==> config.mk <==
export PLATFORM = sky130hd
export DESIGN_NAME = turn_signal_sequencer_flat
export DESIGN_NICKNAME = d
export VERILOG_FILES = /design/src/rtl/turn_signal_sequencer_if.sv /design/src/rtl/turn_signal_sequencer.sv /design/src/flat_wrapper.sv
export SDC_FILE = /design/constraint.sdc
export NUM_CORES = 1
export LEC_CHECK = 0
export ABC_CLOCK_PERIOD_IN_PS = 2300
export CORE_MARGIN = 5
export CORE_UTILIZATION = 40
export DETAILED_ROUTE_END_ITERATION = 10
export RECOVER_POWER = 100
export SYNTH_ARGS = -nofsm -noshare
export SYNTH_HDL_FRONTEND = slang
export SYNTH_SLANG_ARGS = --single-unit
export TNS_END_PERCENT = 30
==> constraint.sdc <==
create_clock -name clk -period 2.3 [get_ports clk]
set_input_delay 0.345 -clock clk [delete_from_list [all_inputs] [get_ports clk]]
set_output_delay 0.345 -clock clk [all_outputs]
set_load 0.1 [all_outputs]
==> src/rtl/turn_signal_sequencer_if.sv <==
// Switch/lamp bundle for turn_signal_sequencer. The optional brake input
// exists only when TURN_BRAKE_EN is defined.
interface turn_signal_sequencer_if;
   logic [1:0] SW;
`ifdef TURN_BRAKE_EN
   logic       brake;
`endif
   logic       tick;
   logic [2:0] NextState;
   logic [2:0] CurrentState;
   logic [2:0] LEDR_L;
   logic [2:0] LEDR_R;

`ifdef TURN_BRAKE_EN
   modport master (
      output SW, brake,
      input  tick, NextState, CurrentState, LEDR_L, LEDR_R
   );

   modport slave (
      input  SW, brake,
      output tick, NextState, CurrentState, LEDR_L, LEDR_R
   );
`else
   modport master (
      output SW,
      input  tick, NextState, CurrentState, LEDR_L, LEDR_R
   );

   modport slave (
      input  SW,
      output tick, NextState, CurrentState, LEDR_L, LEDR_R
   );
`endif
endinterface

==> src/rtl/turn_signal_sequencer.sv <==
// Tail-light turn-signal sequencer: switch synchronizer, step prescaler, 8-state
// sequence and lamp decode. Optional brake overlay enabled by TURN_BRAKE_EN.
module turn_signal_sequencer #(
   parameter int unsigned TICK_DIV = 12_500_000
) (
   input logic                    clk,
   input logic                    reset_n,
   turn_signal_sequencer_if.slave bus
);

   localparam int unsigned CntW = (TICK_DIV > 1) ? $clog2(TICK_DIV) : 1;
   localparam logic [CntW-1:0] CntMax = CntW'(TICK_DIV - 1);

   typedef enum logic [2:0] {
      StIdle = 3'b000,
      StL1   = 3'b001,
      StL2   = 3'b010,
      StL3   = 3'b011,
      StR1   = 3'b100,
      StR2   = 3'b101,
      StR3   = 3'b110,
      StHaz  = 3'b111
   } state_e;

   logic [1:0]      sw_meta_q;
   logic [1:0]      req_q;
   logic [CntW-1:0] cnt_q, cnt_d;
   logic            tick;
   state_e          state_q, state_d;
   state_e          next_state;
   logic [2:0]      lamp_l, lamp_r;

   // Two-flop synchronizer; SW is driven straight from board switches.
   always_ff @(posedge clk or negedge reset_n) begin
      if (!reset_n) begin
         sw_meta_q <= 2'b00;
         req_q     <= 2'b00;
      end else begin
         sw_meta_q <= bus.SW;
         req_q     <= sw_meta_q;
      end
   end

   assign tick = (cnt_q == CntMax);

   always_comb begin
      cnt_d = cnt_q + CntW'(1);
      if (tick) begin
         cnt_d = '0;
      end
   end

   always_ff @(posedge clk or negedge reset_n) begin
      if (!reset_n) begin
         cnt_q <= '0;
      end else begin
         cnt_q <= cnt_d;
      end
   end

   // Every side change or request drop goes through IDLE for one step.
   always_comb begin
      next_state = StIdle;
      unique case (req_q)
         2'b10: begin
            case (state_q)
               StIdle:  next_state = StL1;
               StL1:    next_state = StL2;
               StL2:    next_state = StL3;
               default: next_state = StIdle;
            endcase
         end
         2'b01: begin
            case (state_q)
               StIdle:  next_state = StR1;
               StR1:    next_state = StR2;
               StR2:    next_state = StR3;
               default: next_state = StIdle;
            endcase
         end
         2'b11: begin
            next_state = (state_q == StIdle) ? StHaz : StIdle;
         end
         default: begin
            next_state = StIdle;
         end
      endcase
   end

   always_comb begin
      state_d = state_q;
      if (tick) begin
         state_d = next_state;
      end
   end

   always_ff @(posedge clk or negedge reset_n) begin
      if (!reset_n) begin
         state_q <= StIdle;
      end else begin
         state_q <= state_d;
      end
   end

   always_comb begin
      lamp_l = 3'b000;
      lamp_r = 3'b000;
      unique case (state_q)
         StL1:    lamp_l = 3'b001;
         StL2:    lamp_l = 3'b011;
         StL3:    lamp_l = 3'b111;
         StR1:    lamp_r = 3'b001;
         StR2:    lamp_r = 3'b011;
         StR3:    lamp_r = 3'b111;
         StHaz: begin
            lamp_l = 3'b111;
            lamp_r = 3'b111;
         end
         default: begin
            lamp_l = 3'b000;
            lamp_r = 3'b000;
         end
      endcase
   end

`ifdef TURN_BRAKE_EN
   logic brake_meta_q;
   logic brake_q;

   always_ff @(posedge clk or negedge reset_n) begin
      if (!reset_n) begin
         brake_meta_q <= 1'b0;
         brake_q      <= 1'b0;
      end else begin
         brake_meta_q <= bus.brake;
         brake_q      <= brake_meta_q;
      end
   end

   // Brake lights every side that is not currently sequencing.
   always_comb begin
      bus.LEDR_L = lamp_l;
      bus.LEDR_R = lamp_r;
      if (brake_q) begin
         case (state_q)
            StIdle: begin
               bus.LEDR_L = 3'b111;
               bus.LEDR_R = 3'b111;
            end
            StL1, StL2, StL3: bus.LEDR_R = 3'b111;
            StR1, StR2, StR3: bus.LEDR_L = 3'b111;
            default: begin
               bus.LEDR_L = lamp_l;
               bus.LEDR_R = lamp_r;
            end
         endcase
      end
   end
`else
   assign bus.LEDR_L = lamp_l;
   assign bus.LEDR_R = lamp_r;
`endif

   assign bus.tick         = tick;
   assign bus.NextState    = next_state;
   assign bus.CurrentState = state_q;

endmodule

==> src/flat_wrapper.sv <==
// flat-port wrapper written by rule: the top's interface ports become plain ports
module turn_signal_sequencer_flat 
#(
   parameter int unsigned TICK_DIV = 12_500_000
)
  (clk, reset_n, bus_SW, bus_tick, bus_NextState, bus_CurrentState, bus_LEDR_L, bus_LEDR_R);
  turn_signal_sequencer_if bus_i ();
  input logic clk;
  input logic reset_n;
  input wire logic [$bits(bus_i.SW)-1:0] bus_SW;
  output wire logic [$bits(bus_i.tick)-1:0] bus_tick;
  output wire logic [$bits(bus_i.NextState)-1:0] bus_NextState;
  output wire logic [$bits(bus_i.CurrentState)-1:0] bus_CurrentState;
  output wire logic [$bits(bus_i.LEDR_L)-1:0] bus_LEDR_L;
  output wire logic [$bits(bus_i.LEDR_R)-1:0] bus_LEDR_R;
  assign bus_i.SW = bus_SW;
  assign bus_tick = bus_i.tick;
  assign bus_NextState = bus_i.NextState;
  assign bus_CurrentState = bus_i.CurrentState;
  assign bus_LEDR_L = bus_i.LEDR_L;
  assign bus_LEDR_R = bus_i.LEDR_R;
  turn_signal_sequencer #(.TICK_DIV(TICK_DIV)) u_core (.clk(clk), .reset_n(reset_n), .bus(bus_i));
endmodule
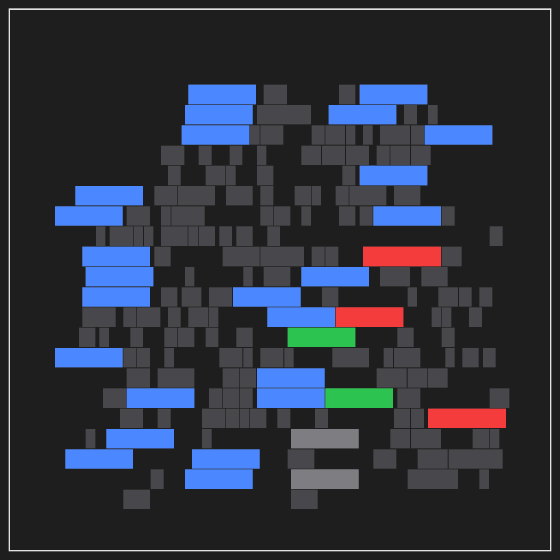
run_1/ff_map.png
legend:
  green:
    signal: `u_core.req_q`
    sequential_cells: 2
  blue:
    signal: `u_core.cnt_q`
    sequential_cells: 24
  red:
    signal: `u_core.bus.CurrentState`
    sequential_cells: 3
not colored: 2

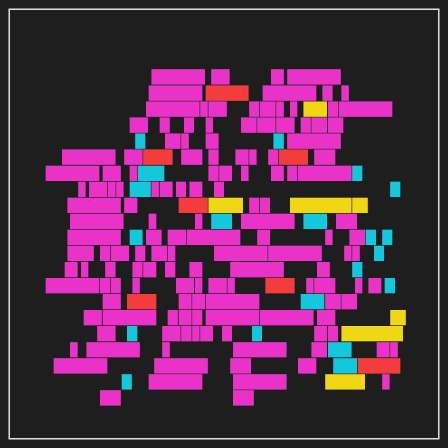
run_1/sizing.png
legend:
  red:
    size: x6 and larger
    cells: 7
    share: 4.0%
  cyan:
    size: x2
    cells: 20
    share: 11%
  magenta:
    size: x1 and smaller
    cells: 142
    share: 81%
  yellow:
    size: x3 and x4
    cells: 7
    share: 4.0%

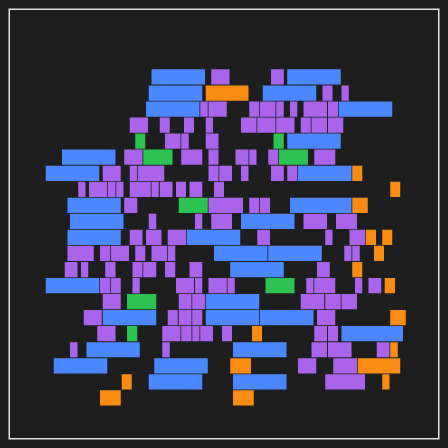
run_1/class_map.png
legend:
  orange:
    class: remaining buffers and delay cells
    cells: 18
  blue:
    class: registers
    cells: 31
  purple:
    class: remaining logic cells
    cells: 119
  green:
    class: clock drivers and dummy loads
    cells: 8

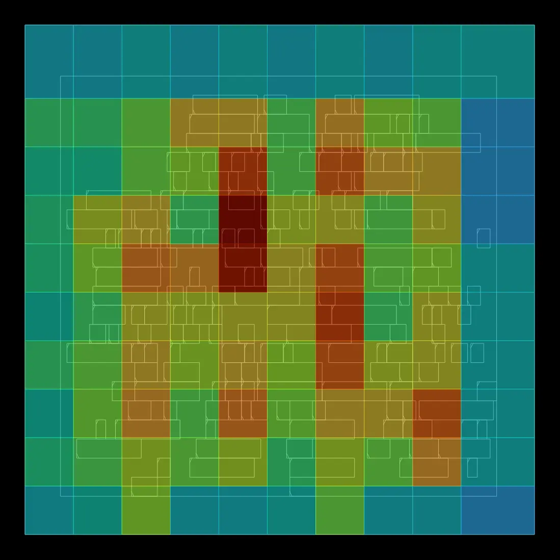
run_1/congestion_map.png
met3 Usage GRT: 3.46%
Layout Utilization: 49.7%
Total Routing Usage GR: 13.5%

==> CHANGELOG.md, run 1 <==
### Implementation results

- Outcome: finished clean
- LEAKAGE: 0.000791 uW
- Vias in the first global route: 1219
- Fmax: 470 MHz
- Worst vdd ir: 330 uV
- Crit path from: u_core.bus.CurrentState[2]
- Netlist cell types: 39
- Drt wl/cell: 14.2 um
- Yosys Chip Area: 1570 um^2
- Metal2 WL: 1.52 mm
- Detailed Place HPWL: 2.28 mm
- GRT Max-Usage Layer: met2
- Rows: 22
- Top_reg_cell synth: dfrtp_1
- CP startpoint kind: flop
- Met2 Usage GRT: 22.3%
- Reg clk slew, reported paths: 0.07 ns
- Clk_lat worst skew: 0.28 ns
- RR Startpoint: u_core.cnt_q[0]
- M1 GR Usage: 16.6%
- DRC viols: 0
- Met1 Routed Length: 1.47 mm
- Post-layout min period: 2.13 ns
- Post-Place Cells: 216
- Slowest-stage cell, CP: dfrtp_4
- Die height: 72.6 um
- RSZ-0062 raised after global routing: false
- 1st-pass router iterations: 4
- CTS Hold Bufs: 0
- Setup TNS: 0 ns
- Basic Gates by Area: 27.7%
- Post-Layout Cell Count: 224
- XOR Share, Synth: 7.27%
- Period utilization: 92.4%
- Worst Path Max Fanout: 9
- Sequential power share: 55.0%
- CTS tree: built
- Largest net degree at the start of global routing: 32
- FP Core Util: 42.1%
- Setup crit end: bus_NextState[2]
- Area leader share: 49.6%
- H-tree depth: 2
- Bufs and invs on worst path: 1
- Adder share: 1.44%
- Non-Filler Cell Area, Final: 1850 um^2
- CTS Buf Count: 5
- Post-Syn Instances: 156
- Endpoints failing hold: 0
- Hold slack: 0.358 ns
- Vias/cell: 5.53
- Flip-flops with a built-in enable: 0
- FF-to-FF End: u_core.cnt_q[21]
- WP depth: 3
- Antenna violations before repair: 0
- Slew Limit Fails: 0
- Dpl ws: 0.328 ns
- MUX area fraction: 2.88%
- Die Size: 5260 um^2
- First-pass GRT wire length: 5.55 mm
- Nets: 180
- Slew headroom: 22.7%
- Layout cells sized above 1: 19.3%
- Placed inst area: 1840 um^2
- Internal power: 768 uW
- RePlAce Congestion: 0.774
- Asr flop ratio synth: 100%
- Seq cells post-synth: 31
- Reg2reg setup slack: 0.28 ns
## run 1: cells in the final DEF (no fill, tap or decap), types with 4 or more instances in the layout
cell / Yosys / final
dfrtp_1: 31 / 29
nor2_1: 12 / 12
nand3_1: 10 / 10
nand2_1: 10 / 10
a21oi_1: 8 / 9
clkbuf_2: 0 / 8
xor2_1: 7 / 7
o21ai_0: 7 / 7
inv_1: 6 / 6
xnor2_1: 6 / 6
nand4_1: 5 / 5
or3_1: 5 / 5
clkbuf_8: 0 / 5
mux2_2: 4 / 4
## run 1: sequential cells by signal (all words and copies together), names as in the netlist
register	flops
u_core.sw_meta_q	2
u_core.req_q	2
u_core.bus.CurrentState	3
u_core.cnt_q	24
## run 1: cells by family after synthesis
group	Yosys count
AND/OR/NAND/NOR	72
adder cells (fa/ha/maj)	2
AND-OR/OR-AND	22
multiplexers	4
XOR/XNOR	13
flip-flops	31
buffers and inverters	12
## run 1: area by class of cell
class	instances	area [um^2]
inverter	6	22.5
clock buffer	5	68.8
multi-input combinational	113	761
sequential	31	783
timing repair buffer	18	138
fill	351	1870
clock inverter	3	15.0
tap	48	60.1
## run 1: cell usage after synthesis (all sizes together), types with 2 or more instances
master  count
a21oi       9
and2        3
and4        4
buf         2
clkbuf      4
dfrtp      31
inv         6
mux2        4
nand2      10
nand3      10
nand3b      2
nand4       6
nor2       12
nor2b       2
nor3        2
nor3b       2
nor4        3
nor4bb      2
o21ai       7
o31ai       3
or3         5
or4         4
xnor2       6
xor2        7
## run 1: power groups by stage
stage               registers, uW  logic [uW]  clock network [uW]
floorplan                     561        26.0                   0
global route                  552        51.4                 433
CTS                           552        56.8                 413
global placement              562        55.9                   0
detailed placement            562        57.1                   0
finish                        552        47.6                 404
run_1/util_map.png
The die is cut into 7 by 7 equal tiles; black is low, pale yellow is high, 0 to 100% covered.
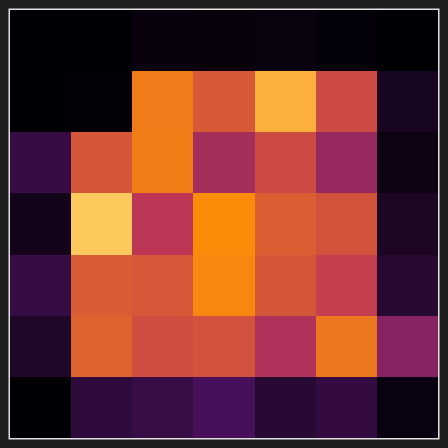

==> inputs of run 2 (changes only) <==
Settings changed: DONT_BUFFER_PORTS from default to 1.
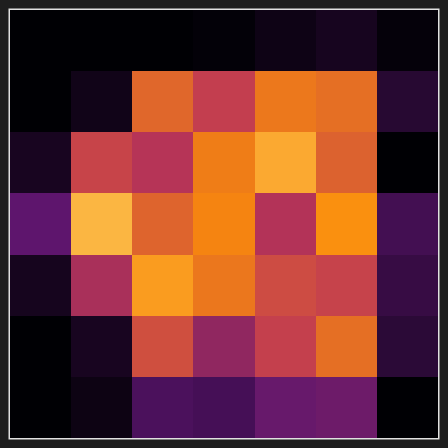
run_2/util_map.png
The die is cut into 7 by 7 equal tiles; black is low, pale yellow is high, 0 to 100% covered.
mean over tiles: 34%
nearly empty tiles: 20%
tiles over 75% full: 8.2%
FP Core Util: 42.1%
Layout Utilization: 49.3%

==> CHANGELOG.md, run 2 <==
### Implementation results

- Sinks on Clock Net: 31
- Avg Cell Area, Syn: 10.0 um^2
- Combinational Power Share: 4.5%
- CTS Buf Count: 5
- Die W: 72.6 um
- Drt wl/cell: 14.0 um
- Fmax: 459 MHz
- Clk_lat worst skew: 0.28 ns
- Slowest-stage cell, CP: dfrtp_4
- Bufs and invs on worst path: 1
- Antenna violations before repair: 0
- Internal power: 801 uW
- Main logic family: simple AND/OR/NAND/NOR gates
- Yosys Chip Area: 1570 um^2
- LEAKAGE: 0.000779 uW
- Max incr delay on CP: 0.65 ns
- Vias: 1199
- Cells along the critical path: mux2_2 > nor3b_4 > clkbuf_4
- Endpoints failing hold: 0
- Post-Route WL: 3.07 mm
- CP startpoint kind: flop
- Seq group: 552 uW
- Slew headroom: 60.9%
- Clock power share: 41.9%
- Area delta synth->final: 16.9%
- Cell Area, Synth: 1570 um^2
- Largest net degree at the start of global routing: 32
- 1st-pass router iterations: 3
- Top power group: registers
- Rows: 22
- Asr flop ratio synth: 100%
- P_clk: 431 uW
- Top cell excl fill/tap: dfrtp_1
- Worst Setup Slack, final: 0.121 ns
- Sw Ratio: 22.2%
- # Cells Yosys: 156
- Flip-flops with a built-in enable: 0
- Number of port buffers: 0
- Most frequent cell after synthesis: dfrtp_1
- Vias in the first global route: 1218
- CP endpoint kind: output port
- Post-Syn Instances: 156
- Post-synth top area cell: dfrtp_1
- Sequential power share: 53.6%
- Layout cells sized above 1: 20.9%
- Antenna Cells: 0
- Fillers: 374
- GRT overflow: 0
- Die Size: 5260 um^2
- Metal2 WL: 1.47 mm
- RSZ-0062 raised after global routing: false
- IO Pins: 17
- Post-DRT Antenna Nets: 0
- Max reg flops: 24
- Synth warn: 0
- Total Routing Usage GR: 13.5%
- Detailed Place HPWL: 2.21 mm
- Setup TNS: 0 ns
- Post-layout min period: 2.18 ns
- Met1 Routed Length: 1.38 mm
- RePlAce Congestion: 0.808
- Most frequent cells in the layout: dfrtp_1 (28), nor2_1 (10), nand3_1 (10), nand2_1 (10), a21oi_1 (9)
- Biggest register: u_core.cnt_q
- CTS tree: built
- XOR Share, Synth: 7.27%
- Tool warnings: 27
- Basic Gates by Area: 27.7%
- Reg clk slew, reported paths: 0.06 ns
- Area leader share: 49.6%
- Combinational power: 45.9 uW
- Dpl ws: 0.323 ns
- Min-delay worst type: primary input to flop
- Nets: 176
- Max-cap violations: 0
- Met3 wire length: 137 um
- Worst Path Max Fanout: 11
- PwrDens: 562 nW/um^2
- Post-CTS setup buffers: 0
- First-pass GRT wire length: 5.48 mm
- Netlist cell types: 39
- Syn nets: 161
- Final total power: 1030 uW
- DRC viols: 0
- Vias/cell: 5.45
- Die height: 72.6 um
- Critical path's top delay family: flip-flops
- Highest Signal Layer: met4
- Outcome: finished clean
- Seq cells post-synth: 31
- Synth cell count leaders: dfrtp_1 (31), nor2_1 (12), nand2_1 (10), nand3_1 (10), a21oi_1 (8)
- Slew Limit Fails: 0
- Top_reg_cell synth: dfrtp_1
- Cell area leaders: dfrtp_1 (50%), xor2_1 (3.9%), xnor2_1 (3.4%)
- MUX area fraction: 2.88%
- Psw: 229 uW
- Area fraction in compound gates: 8.15%
- CP Data Arrival Time: 1.83 ns
- Worst vdd ir: 252 uV
- Hold slack: 0.0871 ns
- H-tree depth: 2
- Adder share: 1.44%
- Period utilization: 94.8%
run 2: worst paths after layout:
path,startpoint,end,slack [ns],cells after the start
max,u_core.bus.CurrentState[0],bus_NextState[2],0.12,3
min,bus_SW[1],u_core.sw_meta_q[1],0.09,0
max reg2reg,u_core.cnt_q[0],u_core.cnt_q[0],0.21,6
min reg2reg,u_core.sw_meta_q[0],u_core.req_q[0],0.36,0
max in group asynchronous,reset_n,u_core.bus.CurrentState[0],1.62,2
min in group asynchronous,reset_n,u_core.cnt_q[12],0.49,2
run 2: repair_timing:
action / CTS / global route
hold buffers: 2 / 0
resized: 0 / 1
setup endpoints to repair: 0 / 1
hold endpoints to repair: 31 / 0
run 2: through the flow:
step	instance area (um^2)	instances	utilization, %
after floorplan	1610	156	-
after global placement	1760	210	47.3
after detailed placement	1760	210	47.3
after CTS	1880	220	50.5
after global routing	1830	220	49.3
final	1830	220	49.3
run 2: layout make-up:
| class | instances | area (um^2) | area share, % |
|---|---|---|---|
| Sequential cell | 31 | 785 | 42.9 |
| Multi-Input combinational cell | 113 | 767 | 41.9 |
| Timing Repair Buffer | 14 | 105 | 5.74 |
| Clock buffer | 7 | 86.3 | 4.72 |
| Tap cell | 48 | 60.1 | 3.28 |
| Inverter | 6 | 22.5 | 1.23 |
| Clock inverter | 1 | 5.00 | 0.273 |
run 2: worst register-to-register path, stage by stage (launching register included):
cell and delay [ns]:
dfrtp_1 0.40, ha_1 0.22, and4_1 0.31, nand2_1 0.15
nor3_1 0.48, buf_4 0.33, nor2_1 0.08
run 2: routing by layer:
metal / vias up / global-route usage (%)
li1: 593 / -
met1: 578 / 16.3
met2: 20 / 21.5
met3: 8 / 3.60
met4: 0 / 7.38
met5: - / 0
run_2/ff_map.png
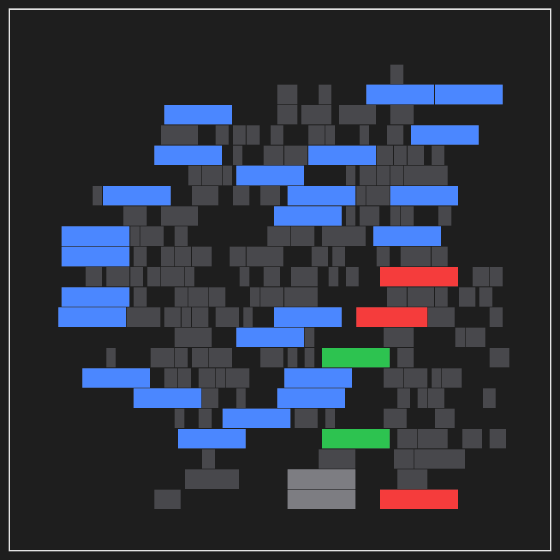

==> inputs of run 3 (changes only) <==
Settings changed: ABC_CLOCK_PERIOD_IN_PS 2300 to 2000, CORE_MARGIN 5 to default, SETUP_SLACK_MARGIN from default to 0.1.
Clock period 2.3 ns to 2 ns, I/O delays scaled along.
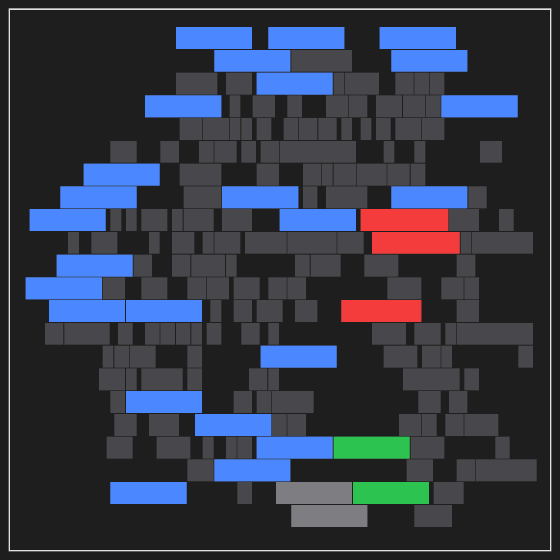
run_3/ff_map.png
legend:
  red:
    signal: `u_core.bus.CurrentState`
    sequential_cells: 3
  green:
    signal: `u_core.req_q`
    sequential_cells: 2
  blue:
    signal: `u_core.cnt_q`
    sequential_cells: 24
    where: widely spread
not colored: 2
fraction of area in registers: 39.4%
Sequential Area: 785 um^2
Seq group: 635 uW
Layout Utilization: 53.6%

==> CHANGELOG.md, run 3 <==
### Implementation results

- FF-to-FF End: u_core.cnt_q[21]
- DRC viols: 0
- Area leader share: 49.6%
- Cell Area, Synth: 1570 um^2
- Post-Place Cells: 215
- Worst Setup Slack, final: 0.0859 ns
- Max-cap violations: 0
- Top cell excl fill/tap: dfrtp_1
- RePlAce Congestion: 0.869
- Nets: 186
- Total Routing Usage GR: 18.0%
- CP Data Arrival Time: 1.61 ns
- Cell area leaders: dfrtp_1 (50%), xor2_1 (3.9%), xnor2_1 (3.4%)
- Seq cells post-synth: 31
- Register-to-Register Path Depth: 4
- Post-Layout Cell Count: 230
- Setup TNS: 0 ns
- CP startpoint kind: flop
- Dpl ws: 0.0723 ns
- CTS Buf Count: 5
- IO Pins: 17
- Post-Route WL: 3.21 mm
- Vias in the first global route: 1289
- Worst Path Max Fanout: 3
- Area delta synth->final: 27.2%
- Post-synth top area cell: dfrtp_1
- Max reg flops: 24
- Placed inst area: 1870 um^2
- Post-Syn Instances: 156
- Worst vdd ir: 280 uV
- Met1 Routed Length: 1.35 mm
- 1st-pass router iterations: 4
- # Cells Yosys: 156
- Outcome: finished clean
- Reg clk slew, reported paths: 0.06 ns
- Worst min-delay path endpoint: u_core.sw_meta_q[0]
- Flip-flops with a built-in enable: 0
- Die W: 64.6 um
- Sinks on Clock Net: 31
- Highest Signal Layer: met4
- Vias: 1236
- First-pass GRT wire length: 5.68 mm
- Post-layout min period: 1.91 ns
- Post-DRT Antenna Nets: 0
- Synth warn: 0
- RR Startpoint: u_core.cnt_q[6]
- Detailed Place HPWL: 2.25 mm
- HP Start: bus_SW[0]
- Clk_lat worst skew: 0.28 ns
- GRT overflow: 0
- CP endpoint kind: output port
- Netlist cell types: 39
- Biggest register: u_core.cnt_q
- Antenna violations before repair: 0
- Met2 Usage GRT: 31.6%
- Avg Cell Area, Syn: 10.0 um^2
- Endpoints failing hold: 0
- Slew headroom: 29.0%
- M1 GR Usage: 19.7%
- Yosys Chip Area: 1570 um^2
- Die height: 64.6 um
- GRT Max-Usage Layer: met2
==> run 3: cell counts after synthesis <==
No cell type changed its count.
==> run 3: worst max-delay path by stage <==
stage	slack [ns]	endpoint	cells past startpoint	startpoint
3_5_place_dp	0.07	u_core.cnt_q[21]	4	u_core.cnt_q[6]
5_1_grt	0.01	bus_tick	4	u_core.cnt_q[7]
4_1_cts	0.05	bus_tick	4	u_core.cnt_q[7]
6_report	0.09	bus_tick	5	u_core.cnt_q[1]
3_3_place_gp	0.14	u_core.cnt_q[21]	4	u_core.cnt_q[6]
2_1_floorplan	-0.92	u_core.bus.CurrentState[1]	4	u_core.bus.CurrentState[0]
==> run 3: cell type report <==
class / instances / area, um^2
Clock buffer: 7 / 86.3
Multi-Input combinational cell: 113 / 806
Sequential cell: 31 / 785
Inverter: 6 / 22.5
Timing Repair Buffer: 24 / 226
Fill cell: 343 / 1730
Clock inverter: 1 / 5.00
Tap cell: 48 / 60.1
==> run 3: cell families after synthesis <==
group	share of synthesized area [%]
AOI/OAI and AO/OA	8.15
xor gates and xnor gates	7.27
adders and majority gates	1.44
buffers and inverters	3.04
DFF	49.6
muxes	2.88
and+or+nand+nor	27.7
==> run 3: critical path: stages, from the launching register on <==
cell     delay [ns]
dfrtp_1        0.36
ha_2           0.21
and4_4         0.25
nand2_2        0.08
nor3_4         0.23
buf_12         0.20
==> run 3: power breakdown <==
part	leakage [uW]	total [uW]	internal [uW]	switching (uW)
logic	0.000370	54.4	14.4	40.0
registers	0.000404	635	631	3.64
clock network	0.0000482	502	277	225
==> run 3: timing repair <==
item,CTS,global route
hold buffers,2,0
endpoints found under the setup margin,4,22
resized,5,5
pin swaps,4,0
buffers inserted,5,0
endpoints found under the hold margin,31,0
Power and IR drop assume default switching activity.
